===== config.mk =====
export PLATFORM = sky130hd
export DESIGN_NAME = encrypt_pipe_ctrl
export DESIGN_NICKNAME = d
export VERILOG_FILES = /design/src/rtl/enc_pipe_pkg.sv /design/src/rtl/enc_ctrl_rot_sched.sv /design/src/rtl/encrypt_pipe_ctrl.sv
export SDC_FILE = /design/constraint.sdc
export NUM_CORES = 1
export LEC_CHECK = 0
export CAP_MARGIN = 5
export CORE_MARGIN = 4
export CORE_UTILIZATION = 35
export DETAILED_ROUTE_END_ITERATION = 12
export GPL_ROUTABILITY_DRIVEN = 0
export GPL_TIMING_DRIVEN = 0
export HOLD_SLACK_MARGIN = 0.03
export PLACE_DENSITY = 0.62
export SETUP_SLACK_MARGIN = 0.02
export SYNTH_ARGS = -nofsm -noshare
export SYNTH_HDL_FRONTEND = slang
export SYNTH_SLANG_ARGS = --single-unit
export TNS_END_PERCENT = 1

===== constraint.sdc =====
create_clock -name clk -period 3.1 [get_ports clk]
set_input_delay 0.62 -clock clk [delete_from_list [all_inputs] [get_ports clk]]
set_output_delay 0.62 -clock clk [all_outputs]
set_load 0.03 [all_outputs]

===== src/rtl/enc_pipe_pkg.sv =====
// enc_pipe_pkg -- shared types for the encrypt/decrypt pipeline controller.
//   KEY_W / ROT_W : key and rotation-frequency widths
//   ctrl_state_e  : controller FSM states
//   enc_cfg_t     : latched job configuration (keys, rot_freq, mode, shift_en)
//   rot_keys()    : view of the job keys after a given number of rotations
package enc_pipe_pkg;

  localparam int KEY_W = 8;
  localparam int ROT_W = 3;

  typedef enum logic [1:0] {
    IDLE  = 2'd0,
    RUN   = 2'd1,
    DRAIN = 2'd2,
    DONE  = 2'd3
  } ctrl_state_e;

  typedef struct packed {
    logic [KEY_W-1:0] k1;
    logic [KEY_W-1:0] k2;
    logic [KEY_W-1:0] k3;
    logic [ROT_W-1:0] rot_freq;
    logic             mode;
    logic             shift_en;
  } enc_cfg_t;

  // One rotation is k1<-k2, k2<-k3, k3<-k1, so after three the keys are back
  // where they started; sel is the rotation count modulo 3.
  function automatic enc_cfg_t rot_keys(enc_cfg_t c, logic [1:0] sel);
    enc_cfg_t r;
    r = c;
    case (sel)
      2'd1: begin r.k1 = c.k2; r.k2 = c.k3; r.k3 = c.k1; end
      2'd2: begin r.k1 = c.k3; r.k2 = c.k1; r.k3 = c.k2; end
      default: ;
    endcase
    return r;
  endfunction

endpackage


===== src/rtl/enc_ctrl_rot_sched.sv =====
// enc_ctrl_rot_sched -- key-rotation schedule for encrypt_pipe_ctrl.
// Only exists when ENC_CTRL_ROT_EN is defined; without it the controller
// keeps the configured keys and never raises shift_amt.
// Ports:
//   clk, rst        : clock, async active-low reset
//   load            : job configuration accepted this cycle (clears schedule)
//   rot_freq        : latched characters-per-rotation, 0 = no rotation
//   char_beat       : a message character is accepted this cycle
//   drain_beat      : a drain bubble is issued this cycle
//   rot_sel         : rotation count (mod 3) the current output beat uses
//   shift_amt       : registered shift flag for the current output beat
`ifdef ENC_CTRL_ROT_EN
module enc_ctrl_rot_sched
  import enc_pipe_pkg::*;
(
  input  logic             clk,
  input  logic             rst,
  input  logic             load,
  input  logic [ROT_W-1:0] rot_freq,
  input  logic             char_beat,
  input  logic             drain_beat,
  output logic [1:0]       rot_sel,
  output logic             shift_amt
);

  logic [ROT_W-1:0] grp_cnt;
  // Rotation index for the *next* character. rot_sel only follows it on a
  // character beat, so the group-completing character still leaves with the
  // old keys and the rotated set shows up on the following beat.
  logic [1:0]       pend_sel;
  logic             grp_end;

  assign grp_end = (rot_freq != '0) && (grp_cnt == rot_freq - 1'b1);

  always_ff @(posedge clk or negedge rst) begin
    if (!rst) begin
      grp_cnt   <= '0;
      pend_sel  <= '0;
      rot_sel   <= '0;
      shift_amt <= 1'b0;
    end else if (load) begin
      grp_cnt   <= '0;
      pend_sel  <= '0;
      rot_sel   <= '0;
      shift_amt <= 1'b0;
    end else if (char_beat) begin
      rot_sel   <= pend_sel;
      shift_amt <= grp_end;
      if (rot_freq != '0) begin
        if (grp_end) begin
          grp_cnt  <= '0;
          pend_sel <= (pend_sel == 2'd2) ? 2'd0 : pend_sel + 1'b1;
        end else begin
          grp_cnt  <= grp_cnt + 1'b1;
        end
      end
    end else if (drain_beat) begin
      shift_amt <= 1'b0;
    end
  end

endmodule
`endif


===== src/rtl/encrypt_pipe_ctrl.sv =====
// encrypt_pipe_ctrl -- sequencing controller for the encrypt/decrypt pipeline.
// Accepts one job configuration, streams cfg_len characters into the first
// pipeline stage, then flushes PIPE_DEPTH bubble beats and pulses done.
// Optional feature macro: ENC_CTRL_ROT_EN (key rotation + shift_amt).
// Ports:
//   clk, rst                 : clock, async active-low reset
//   cfg_valid / cfg_ready    : job configuration handshake (idle only)
//   cfg_k1..3, cfg_rot_freq, cfg_mode, cfg_shift_en, cfg_len : job fields
//   s_valid / s_ready, s_data: character stream in
//   out_ready                : downstream may advance; low freezes the pipe
//   en, din                  : pipeline advance strobe and character
//   k1..3, rot_freq, mode, shift_en, shift_amt : stage controls
//   busy                     : job in RUN or DRAIN
//   done                     : one-cycle job completion pulse
// PIPE_DEPTH must be at least 1.
module encrypt_pipe_ctrl
  import enc_pipe_pkg::*;
#(
  parameter int PIPE_DEPTH = 4,
  parameter int LEN_W      = 16
) (
  input  logic             clk,
  input  logic             rst,
  input  logic             cfg_valid,
  output logic             cfg_ready,
  input  logic [KEY_W-1:0] cfg_k1,
  input  logic [KEY_W-1:0] cfg_k2,
  input  logic [KEY_W-1:0] cfg_k3,
  input  logic [ROT_W-1:0] cfg_rot_freq,
  input  logic             cfg_mode,
  input  logic             cfg_shift_en,
  input  logic [LEN_W-1:0] cfg_len,
  input  logic             s_valid,
  output logic             s_ready,
  input  logic [7:0]       s_data,
  input  logic             out_ready,
  output logic             en,
  output logic [7:0]       din,
  output logic [KEY_W-1:0] k1,
  output logic [KEY_W-1:0] k2,
  output logic [KEY_W-1:0] k3,
  output logic [ROT_W-1:0] rot_freq,
  output logic             shift_en,
  output logic             shift_amt,
  output logic             mode,
  output logic             busy,
  output logic             done
);

  localparam int            DW         = $clog2(PIPE_DEPTH + 1);
  localparam logic [DW-1:0] DRAIN_LAST = DW'(PIPE_DEPTH);

  ctrl_state_e      state;
  enc_cfg_t         cfg_q;
  enc_cfg_t         key_view;
  logic [LEN_W-1:0] len_q;
  logic [LEN_W-1:0] char_cnt;
  logic [DW-1:0]    drain_cnt;
  logic [1:0]       rot_sel;
  logic             cfg_fire;
  logic             char_beat;
  logic             drain_beat;
  logic             last_char;

  assign cfg_fire   = (state == IDLE) && cfg_valid && cfg_ready;
  assign s_ready    = (state == RUN) && out_ready;
  assign char_beat  = s_ready && s_valid;
  assign drain_beat = (state == DRAIN) && out_ready && (drain_cnt != DRAIN_LAST);
  assign last_char  = (char_cnt == len_q - 1'b1);

  // Stage controls come straight from the latched config, so they only move
  // on a config load or a character beat and hold across stalls.
  assign key_view = rot_keys(cfg_q, rot_sel);
  assign k1       = key_view.k1;
  assign k2       = key_view.k2;
  assign k3       = key_view.k3;
  assign rot_freq = cfg_q.rot_freq;
  assign mode     = cfg_q.mode;
  assign shift_en = cfg_q.shift_en;

`ifdef ENC_CTRL_ROT_EN
  enc_ctrl_rot_sched u_rot (
    .clk        (clk),
    .rst        (rst),
    .load       (cfg_fire),
    .rot_freq   (cfg_q.rot_freq),
    .char_beat  (char_beat),
    .drain_beat (drain_beat),
    .rot_sel    (rot_sel),
    .shift_amt  (shift_amt)
  );
`else
  assign rot_sel   = 2'd0;
  assign shift_amt = 1'b0;
`endif

  always_ff @(posedge clk or negedge rst) begin
    if (!rst) begin
      state     <= IDLE;
      cfg_q     <= '0;
      len_q     <= '0;
      char_cnt  <= '0;
      drain_cnt <= '0;
      en        <= 1'b0;
      din       <= 8'h00;
      busy      <= 1'b0;
      done      <= 1'b0;
      cfg_ready <= 1'b0;
    end else begin
      en   <= 1'b0;
      done <= 1'b0;
      case (state)
        IDLE: begin
          cfg_ready <= 1'b1;
          if (cfg_fire) begin
            cfg_q.k1       <= cfg_k1;
            cfg_q.k2       <= cfg_k2;
            cfg_q.k3       <= cfg_k3;
            cfg_q.rot_freq <= cfg_rot_freq;
            cfg_q.mode     <= cfg_mode;
            cfg_q.shift_en <= cfg_shift_en;
            len_q          <= cfg_len;
            char_cnt       <= '0;
            drain_cnt      <= '0;
            cfg_ready      <= 1'b0;
            if (cfg_len == '0) begin
              state <= DONE;
              done  <= 1'b1;
            end else begin
              state <= RUN;
              busy  <= 1'b1;
            end
          end
        end
        RUN: begin
          if (char_beat) begin
            en       <= 1'b1;
            din      <= s_data;
            char_cnt <= char_cnt + 1'b1;
            if (last_char) state <= DRAIN;
          end
        end
        DRAIN: begin
          if (drain_beat) begin
            en        <= 1'b1;
            din       <= 8'h00;
            drain_cnt <= drain_cnt + 1'b1;
          end else if (drain_cnt == DRAIN_LAST) begin
            // Waiting one cycle here puts done after the last bubble beat
            // rather than on top of it.
            state <= DONE;
            done  <= 1'b1;
            busy  <= 1'b0;
          end
        end
        DONE: begin
          state     <= IDLE;
          cfg_ready <= 1'b1;
        end
        default: state <= IDLE;
      endcase
    end
  end

endmodule


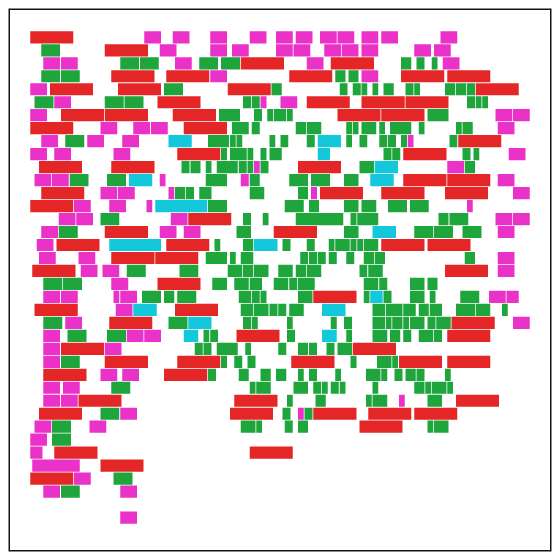
run_1/placement_by_type.png
| class | color | cells |
|---|---|---|
| remaining buffers and delay cells | magenta | 113 |
| sequential cells | red | 78 |
| combinational and other logic | green | 266 |
| clock drivers and dummy loads | cyan | 16 |

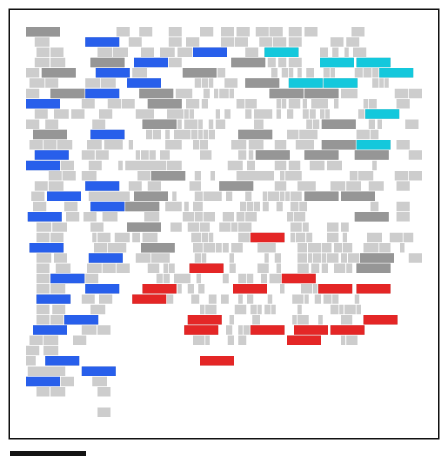
run_1/flops_by_reg.png
Scale bar: 20 um. Other sequential cells in the stronger gray, the rest of the logic in the fainter gray.
| name in the netlist | color | sequential cells |
|---|---|---|
| cfg_q | blue | 24 |
| din | cyan | 8 |
| char_cnt | red | 16 |
not colored: 30

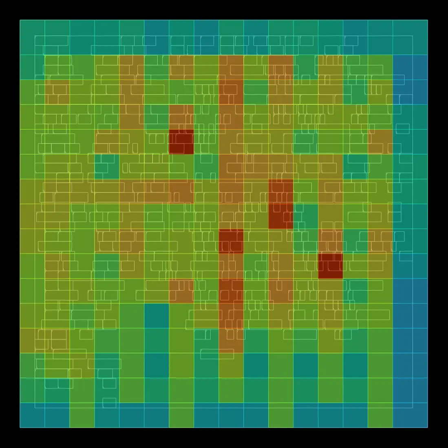
run_1/congestion.png
global-route track usage on met2: 23.2%
WL/cell: 15.1 um

==> results.cfg, run 1 <==
; synthesis and place-and-route metrics
[layout]
diodes = 0
layout-drive-gt1-share_pct = 15.0
lay_top_count = clkdlybuf4s50_1
utilization_pct = 48.9
fillers = 1018
stdcell_area_um2 = 5300
instances_no_fill = 613

[status]
status = complete, no violations

[logic_synthesis]
ys_sh_mux_pct = 13.9
synthAoiAreaFrac_pct = 7.76
ys_types = 45
ys_cells = 357
numSynthFlops = 78
yosysWarningCount = 0
ys_area_um2 = 3870
topCombFamilyByArea = simple AND/OR/NAND/NOR gates
common_cells = dfrtp_1, mux2_2, nor2_1
syn_area_per_cell_um2 = 10.8
synthArstFlopShare_pct = 100
area_leaders = dfrtp_1, mux2_2, xor2_1, o21ai_0, ha_1
edf_count = 0
synthXorXnorAreaFrac_pct = 6.79
simple_gate_area_share_pct = 15.8

[clocking]
cts_buffer_depth = 2
clk_pin_slew_ns = 0.09
cts_buffers = 9
cts.sinks = 78
clk_latency_ns = 0.35
post-cts-setup-buffer-count = 0
cts_tree = built

[die]
num_rows = 38
ioPinCount = 101
dieWidth_um = 113
fp-utilization_pct = 35.7
dieArea_um2 = 12800
core_um2 = 10800

[setup_path]
r2r-start = len_q[0]
r2r-end = state[1]
cp_num_cells = 5
arrival_ns = 2.08
critPathRequiredTime_ns = 2.48
crit_path_cell_trace = inv_1 > ha_1 > buf_2 > and2_1 > clkdlybuf4s50_1
endpoint_kind = primary output
reg2reg_depth = 9
crit_fanout = 10
crit_end = s_ready
max_stage_delay_ns = 0.67
slowest_stage = clkdlybuf4s50_1
cp_num_buf_inv = 3

[routing]
drt_iter0_drc = 124
wirelength_um = 9260
wl_met3_um = 832
wl_met2_um = 4200
drt-met1-wl_um = 4140
highest_layer = met4
firstDrtPassIters = 4
via_per_inst = 4.90

[final_timing]
worst_slew_pin_slew_ns = 0.678
worst_hold_slack_ns = 0.183
period_needed_ns = 2.70
max_freq_mhz = 370
finalMaxSlewViolations = 0
slew_headroom_pct = 54.4
rsz0062_at_grt = no
setup_ws_ns = 0.398
period_used_pct = 87.2

[global_route]
use_met3_pct = 7.27
use_met1_pct = 19.2
grt_usage_pct = 15.2
grt_max_degree = 52
first_global_vias = 3294

[power]
switching_share_pct = 40.5
power-top-group = combinational cells
p_leak_nw = 2.18
vdd_drop_max_uv = 597
internal-power_mw = 3.05
seq-power_mw = 1.72
pwr-share-clk_pct = 17.0

[place]
numPortBuffers = 99
placed_cell_area_um2 = 5060
dpl.cell_count = 597
==> run 1: repair_timing <==
action,4_1_cts,5_1_grt
hold buffers,0,0
resized,0,1
setup endpoints to repair,0,3
hold endpoints to repair,0,0
==> run 1: final cells by class <==
type | instances | area (um^2) | area share (%)
flip-flops and latches | 78 | 1950 | 36.9
multi-input cells | 253 | 1820 | 34.4
repair buffers | 100 | 1020 | 19.2
well taps | 140 | 175 | 3.31
clock buffers | 10 | 138 | 2.60
clock inverters | 6 | 92.6 | 1.75
plain buffers | 13 | 53.8 | 1.02
inverters | 13 | 48.8 | 0.921
==> run 1: registers in the layout, summed over array words and instances, names as in the netlist <==
signal	count
cfg_q	24
char_cnt	16
len_q	16
din	8
drain_cnt	3
rot_freq	3
state	2
busy	1
cfg_ready	1
done	1
en	1
mode	1
shift_en	1
run_1/wires.png
Scale bar: 20 um.
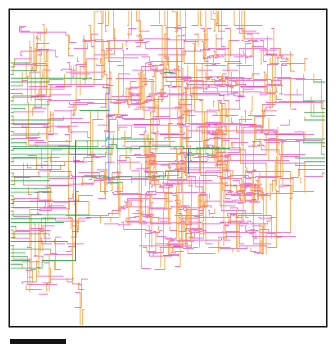

==> inputs of run 2 (changes only) <==
CORE_UTILIZATION = 40   (was 35)
PLACE_DENSITY = 0.69   (was 0.62)
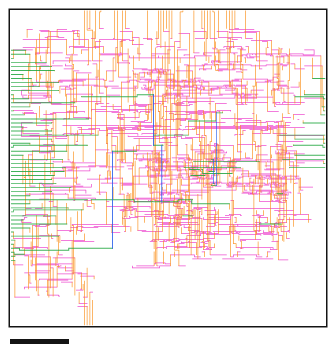
run_2/wires.png
Scale bar: 20 um.
| layer | color | wire length |
|---|---|---|
| metal 3 | green | 918 um |
| metal 4 | blue | 101 um |
| metal 2 | orange | 4010 um |
| metal 1 | magenta | 3840 um |

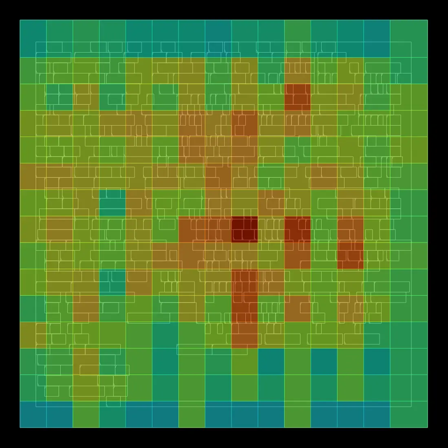
run_2/congestion.png
global-route track usage on met2: 25.4%
WL/cell: 14.7 um
met3 GRT Util: 8.62%
gr usage total: 16.5%
most crowded layer after global routing: met2

==> results.cfg, run 2 <==
; synthesis and place-and-route metrics
[status]
status = complete, no violations

[setup_path]
max_stage_delay_ns = 0.45
crit_path_cell_trace = inv_1 > ha_1 > or3b_1 > or2_4 > nor4_2 > a22o_1 > a21oi_2 > o32ai_4 > mux2i_1
endpoint_kind = flop
critPathRequiredTime_ns = 3.36
crit_fanout = 6
cp_num_buf_inv = 1
arrival_ns = 2.98
slowest_stage = dfrtp_1

[power]
vdd_drop_max_uv = 635
p_leak_nw = 2.20
pwr-share-clk_pct = 18.9
seq-power_mw = 1.72
power-top-group = combinational cells
internal-power_mw = 3.19

[global_route]
use_met1_pct = 20.4

[layout]
lay_top_count = clkdlybuf4s50_1
largest_reg_flops = 24
layout-drive-gt1-share_pct = 14.8
max_flop_register = cfg_q
utilization_pct = 57.0
stdcell_area_um2 = 5310
diodes = 0

[logic_synthesis]
topCombFamilyByArea = simple AND/OR/NAND/NOR gates
synthXorXnorAreaFrac_pct = 6.79
synthAoiAreaFrac_pct = 7.76
ys_cells = 357
syn_area_per_cell_um2 = 10.8
edf_count = 0
simple_gate_area_share_pct = 15.8
ys_sh_mux_pct = 13.9
yosysWarningCount = 0
ys_area_um2 = 3870
synthArstFlopShare_pct = 100
area_leaders = dfrtp_1, mux2_2, xor2_1, o21ai_0, ha_1
numSynthFlops = 78

[final_timing]
finalMaxSlewViolations = 0
rsz0062_at_grt = no
worst_hold_slack_ns = 0.211
max_freq_mhz = 367
period_used_pct = 88.0
slew_headroom_pct = 59.7
worst_slew_pin_slew_ns = 0.598

[clocking]
clk_latency_ns = 0.35
cts_buffers = 9
post-cts-setup-buffer-count = 0
clk_pin_slew_ns = 0.08
cts_buffer_depth = 2
cts_tree = built
cts.sinks = 78
ctsResizeCount = 0

[die]
ioPinCount = 101
dieWidth_um = 106
num_rows = 35

[place]
numPortBuffers = 99
dpl.cell_count = 586

[routing]
highest_layer = met4
wl_met3_um = 917
via_per_inst = 4.98
drt-met1-wl_um = 3840
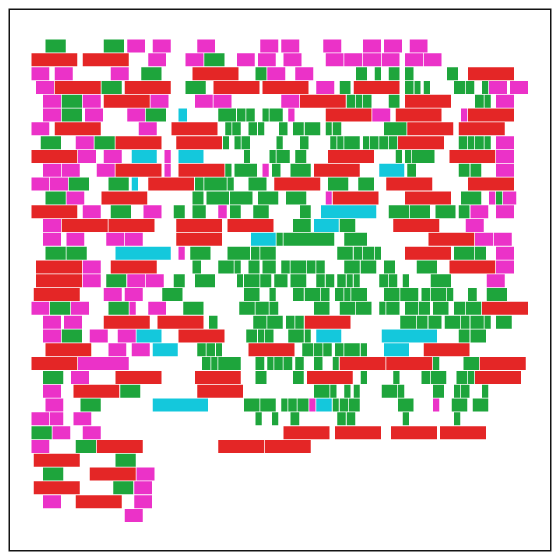
run_2/placement_by_type.png
| class | color | cells |
|---|---|---|
| remaining buffers and delay cells | magenta | 113 |
| sequential cells | red | 78 |
| combinational and other logic | green | 266 |
| clock drivers and dummy loads | cyan | 16 |

[run 2: cell counts after synthesis]
Identical to the previous run, type by type.
[run 2: final timing paths]
check	from	to	slack [ns]	cells past startpoint
setup / recovery	len_q[0]	state[1]	0.37	9
hold / removal	rst	rot_freq[1]	0.21	1
setup reg to reg	len_q[0]	state[1]	0.37	9
hold reg to reg	din[6]	din[6]	0.48	2
max in group asynchronous	rst	len_q[11]	2.31	2
min in group clk	din[6]	din[6]	0.48	2
[run 2: layout make-up]
class | count | area, um^2
fillers | 832 | 4010
flip-flops and latches | 78 | 1950
well taps | 129 | 161
clock buffers | 10 | 128
clock inverters | 6 | 134
inverters | 13 | 48.8
plain buffers | 13 | 53.8
multi-input cells | 253 | 1820
repair buffers | 100 | 1020
Power and IR drop assume default switching activity.
